==> config.mk <==
export PLATFORM = sky130hd
export DESIGN_NAME = lfsr_counter_bank
export DESIGN_NICKNAME = d
export VERILOG_FILES = /design/src/rtl/lfsr_counter_bank.sv
export SDC_FILE = /design/constraint.sdc
export NUM_CORES = 1
export LEC_CHECK = 0
export CAP_MARGIN = 5
export CORE_UTILIZATION = 60
export CTS_BUF_LIST = sky130_fd_sc_hd__clkbuf_8
export CTS_CLUSTER_SIZE = 10
export DETAILED_ROUTE_END_ITERATION = 8
export GPL_ROUTABILITY_DRIVEN = 0
export PLACE_DENSITY = 0.87
export SYNTH_ARGS = -nofsm -noshare
export SYNTH_HDL_FRONTEND = slang
export SYNTH_SLANG_ARGS = --single-unit
==> constraint.sdc <==
create_clock -name clk -period 5.15 [get_ports clk]
set_input_delay 1.545 -clock clk [delete_from_list [all_inputs] [get_ports clk]]
set_output_delay 1.545 -clock clk [all_outputs]
set_load 0.03 [all_outputs]
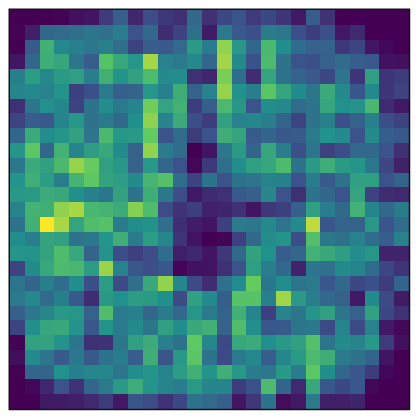
Figure 1: wiring heat map.
(3 px per um) 27 x 27 tiles, from dark purple (low) to yellow (high), scaled to the fullest tile. Values are wire area over tile area, all layers added.
densest ninth of the die: left middle
nearly empty tiles: 4.7%
fullest tile: 0.46
mean over tiles: 0.17
tiles over half the peak: 27%
total wire length: 19.1 mm
DR vias: 6041
GRT Total Usage: 21.7%
Routed wire per std cell: 16.2 um

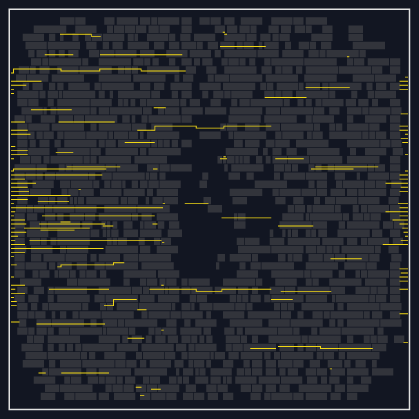
Figure 2: the metal 3 layer.
(3 px per um) Cells faint in the background.
wire length on this layer: 1110 um
nets with wire on the layer: 107
share of all routed wire: 5.8%
longest straight run: 50.4 um
main direction: horizontal
grt met3 use: 5.48%

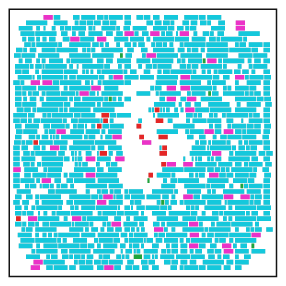
Figure 3: cells by drive strength.
(2 px per um)
legend:
  magenta:
    size: x6 and larger
    cells: 55
    share: 5.8%
    most_used: clkbuf_8
  green:
    size: x2
    cells: 9
    share: 0.94%
    most_used: clkinv_2
  cyan:
    size: x1 and smaller
    cells: 875
    share: 92%
    most_used: clkdlybuf4s50_1
  red:
    size: x3 and x4
    cells: 15
    share: 1.6%
    most_used: buf_4
Finished Cell Area: 0.0126 sq mm
Area growth syn-to-layout: 22.7%
worst setup margin: 1.92 ns
Signal buffers: 158

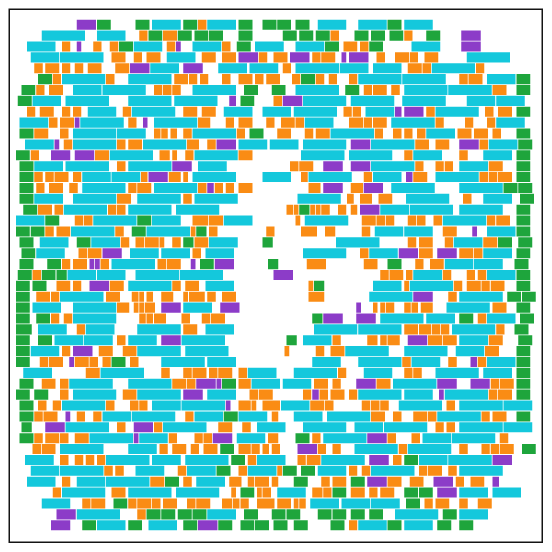
Figure 4: cells colored by class.
(4 px per um)
legend:
  cyan:
    class: sequential cells
    cells: 266
    share_of_their_area: 54%
  purple:
    class: clock drivers and dummy loads
    cells: 78
    share_of_their_area: 6.8%
  orange:
    class: remaining logic cells
    cells: 452
    share_of_their_area: 27%
  green:
    class: remaining buffers and delay cells
    cells: 158
    share_of_their_area: 13%
Util after Layout: 75.8%
Rows: 47
flop share of the area: 52.4%
Core ar.: 0.0166 sq mm

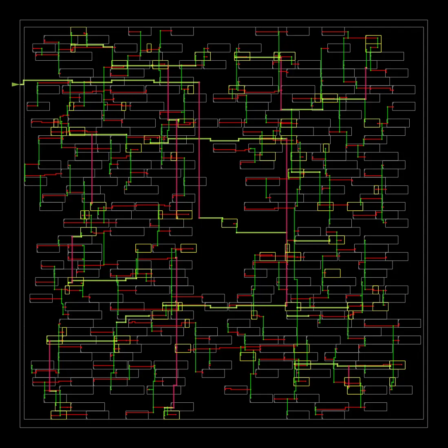
Figure 5: clock wiring as the flow saved it.
CLK BUF: 54
P_clk: 1.73 mW

==> results.cfg <==
; generated from flow reports
[synth]
ys_types = 31
yosysChipArea_sq_mm = 0.0103
ys_seq_share_pct = 64.3
syn_area_per_cell_sq_um = 13.5
logic_family = simple AND/OR/NAND/NOR gates
ys_ff = 266
ys_cells = 763
ys_sh_mux_pct = 12.7
ys_sh_aoi_pct = 1.34
yosys.area_share.xor_xnor_pct = 1.36
ys_sh_simple_pct = 16.8
netlist_area_sq_mm = 0.0103
postSynthCellCount = 763
adder_share_pct = 0.122
fp_nets = 776
yosys_warnings = 0

[drt]
vias_per_cell = 5.15
drc_errors = 0
drt-initial-drc-count = 265
detail-route-antenna-nets = 0
firstDrtPassIters = 4

[setup_path]
start_kind = flop
worstSetupEndpointType = output pin
cp.depth = 1
crit_arrival_ns = 1.68
reg2reg_depth = 4
crit_chain = clkdlybuf4s50_1
required_ns = 3.61
crit_slowest_cell = clkdlybuf4s50_1
path_max_fanout = 5
path_class = reg -> out
critPathMaxStageDelay_ns = 0.71
cp_num_buf_inv = 1
reg2reg_slack_ns = 3.79
crit_family = buffers and inverters

[clock_tree]
cts_sinks = 266
clock_path_buffers = 3
cts-resized-gates = 0
ctsHtreeMaxLevel = 2
postCtsHoldBufs = 0
post-cts-setup-buffer-count = 0
root_buffer = clkbuf_8
cts_tree = done
clkTransAtPathRegs_ns = 0.06
cts_buffers = 42
insertion_delay_ns = 0.53

[final_layout]
final_layout_size_suffix_gt1_share_pct = 8.28
bufAreaShareNonClock_pct = 12.4
nMultiInputCombCells = 450
inverters_excl_clock = 2
nets = 933
sh_comb_area_pct = 26.3
seqCellArea_sq_mm = 0.00661
largestClassByArea = sequential cells
design.seq.count = 266
clkCellAreaFrac_pct = 6.68
combGateArea_sq_mm = 0.00332
fill_cells = 1110
antenna_cells = 0
lay_top_cells = clkdlybuf4s50_1, dfxtp_1, nor2b_1, mux2i_1, edfxtp_1
lay_top_count = clkdlybuf4s50_1

[die]
tap_cells = 220
dieWidth_um = 133
io_pins = 150
die_y_um = 133
chipArea_sq_mm = 0.0177
initCoreUtil_pct = 61.8

[global_route]
grt_max_degree = 85
overflow = 0
grt_pass1_vias = 5875
grt_pass1_wl_mm = 30.3
antenna_found_initial = 0

[min_path]
hold_path_class = reg -> reg
hold_path_depth = 2

[flow_run]
drv_cap = 0
warnings = 26

[sta]
maxSlewHeadroom_pct = 52.8
maxSlewViolCount = 0
fmax_mhz = 310
fin_crit_ns = 3.23
setup_viol = 0
fin_tns_setup_ns = 0
rsz0062_at_grt = no
period_used_pct = 62.6
hold_viol = 0
tightest_slew_ns = 0.708
whs_ns = 0.473
finClkSkew_ns = 0.0116

[placement]
port-buffer-count = 149
dp_hpwl_mm = 11.6

[status]
status = complete, no violations

[power_and_ir_drop]
power_leakage_nw = 5.04
ir_drop_uv = 285
p_per_area_mw_per_mm2 = 353
[where the power goes]
part           internal (mW)  leakage [nW]  total [mW]  switching (mW)
Combinational          0.149          1.99       0.346           0.197
Sequential              2.31          2.57        2.37          0.0583
Clock                  0.943         0.484        1.73           0.790
[synth_stat cells]
library cell    n  area [sq um]
dfxtp_1       138          2760
mux2i_1       130          1300
nor2b_1       130           813
edfxtp_1      128          3840
and2_1        112           701
buf_6          22           248
clkbuf_1       17          63.8
xnor2_1        15           131
a21oi_1        13          65.1
nand2_1        11          41.3
nor2_1          9          33.8
nand3_1         6          30.0
a21o_1          4          30.0
nor2_4          4          45.0
buf_2           3          15.0
a21boi_1        2          15.0
buf_4           2          15.0
nand2b_1        2          12.5
o21ai_0         2          10.0
or3_1           2          12.5
a21boi_0        1          7.51
clkbuf_2        1          5.00
ha_1            1          12.5
inv_1           1          3.75
inv_2           1          3.75
nand2b_4        1          13.8
nand4_1         1          6.26
nand4_2         1          12.5
nor3_1          1          5.00
o211a_1         1          10.0
xor2_1          1          8.76
[per-layer routing]
metal  part of all wire (%)  vias up  global-route usage, %
li1                       -     2910                      -
met1                     45     2922                   29.9
met2                     47      176                   33.4
met3                    5.8       33                   5.48
met4                    2.2        0                   7.60
met5                      0        -                      0
[metrics by stage]
stage / setup WS [ns] / util (%) / power, mW / instance area, sq um / cells
finish: 1.92 / 75.8 / 4.45 / 12600 / 1174
global route: 1.86 / 75.8 / 4.61 / 12600 / 1174
global placement: 1.92 / 70.7 / 2.75 / 11800 / 1096
floorplan: 2.01 / - / 2.63 / 10300 / 763
detailed placement: 1.88 / 70.7 / 2.76 / 11800 / 1096
CTS: 1.90 / 75.8 / 4.49 / 12600 / 1174
Power figures rest on the tool's default switching activity, not on a simulated workload.
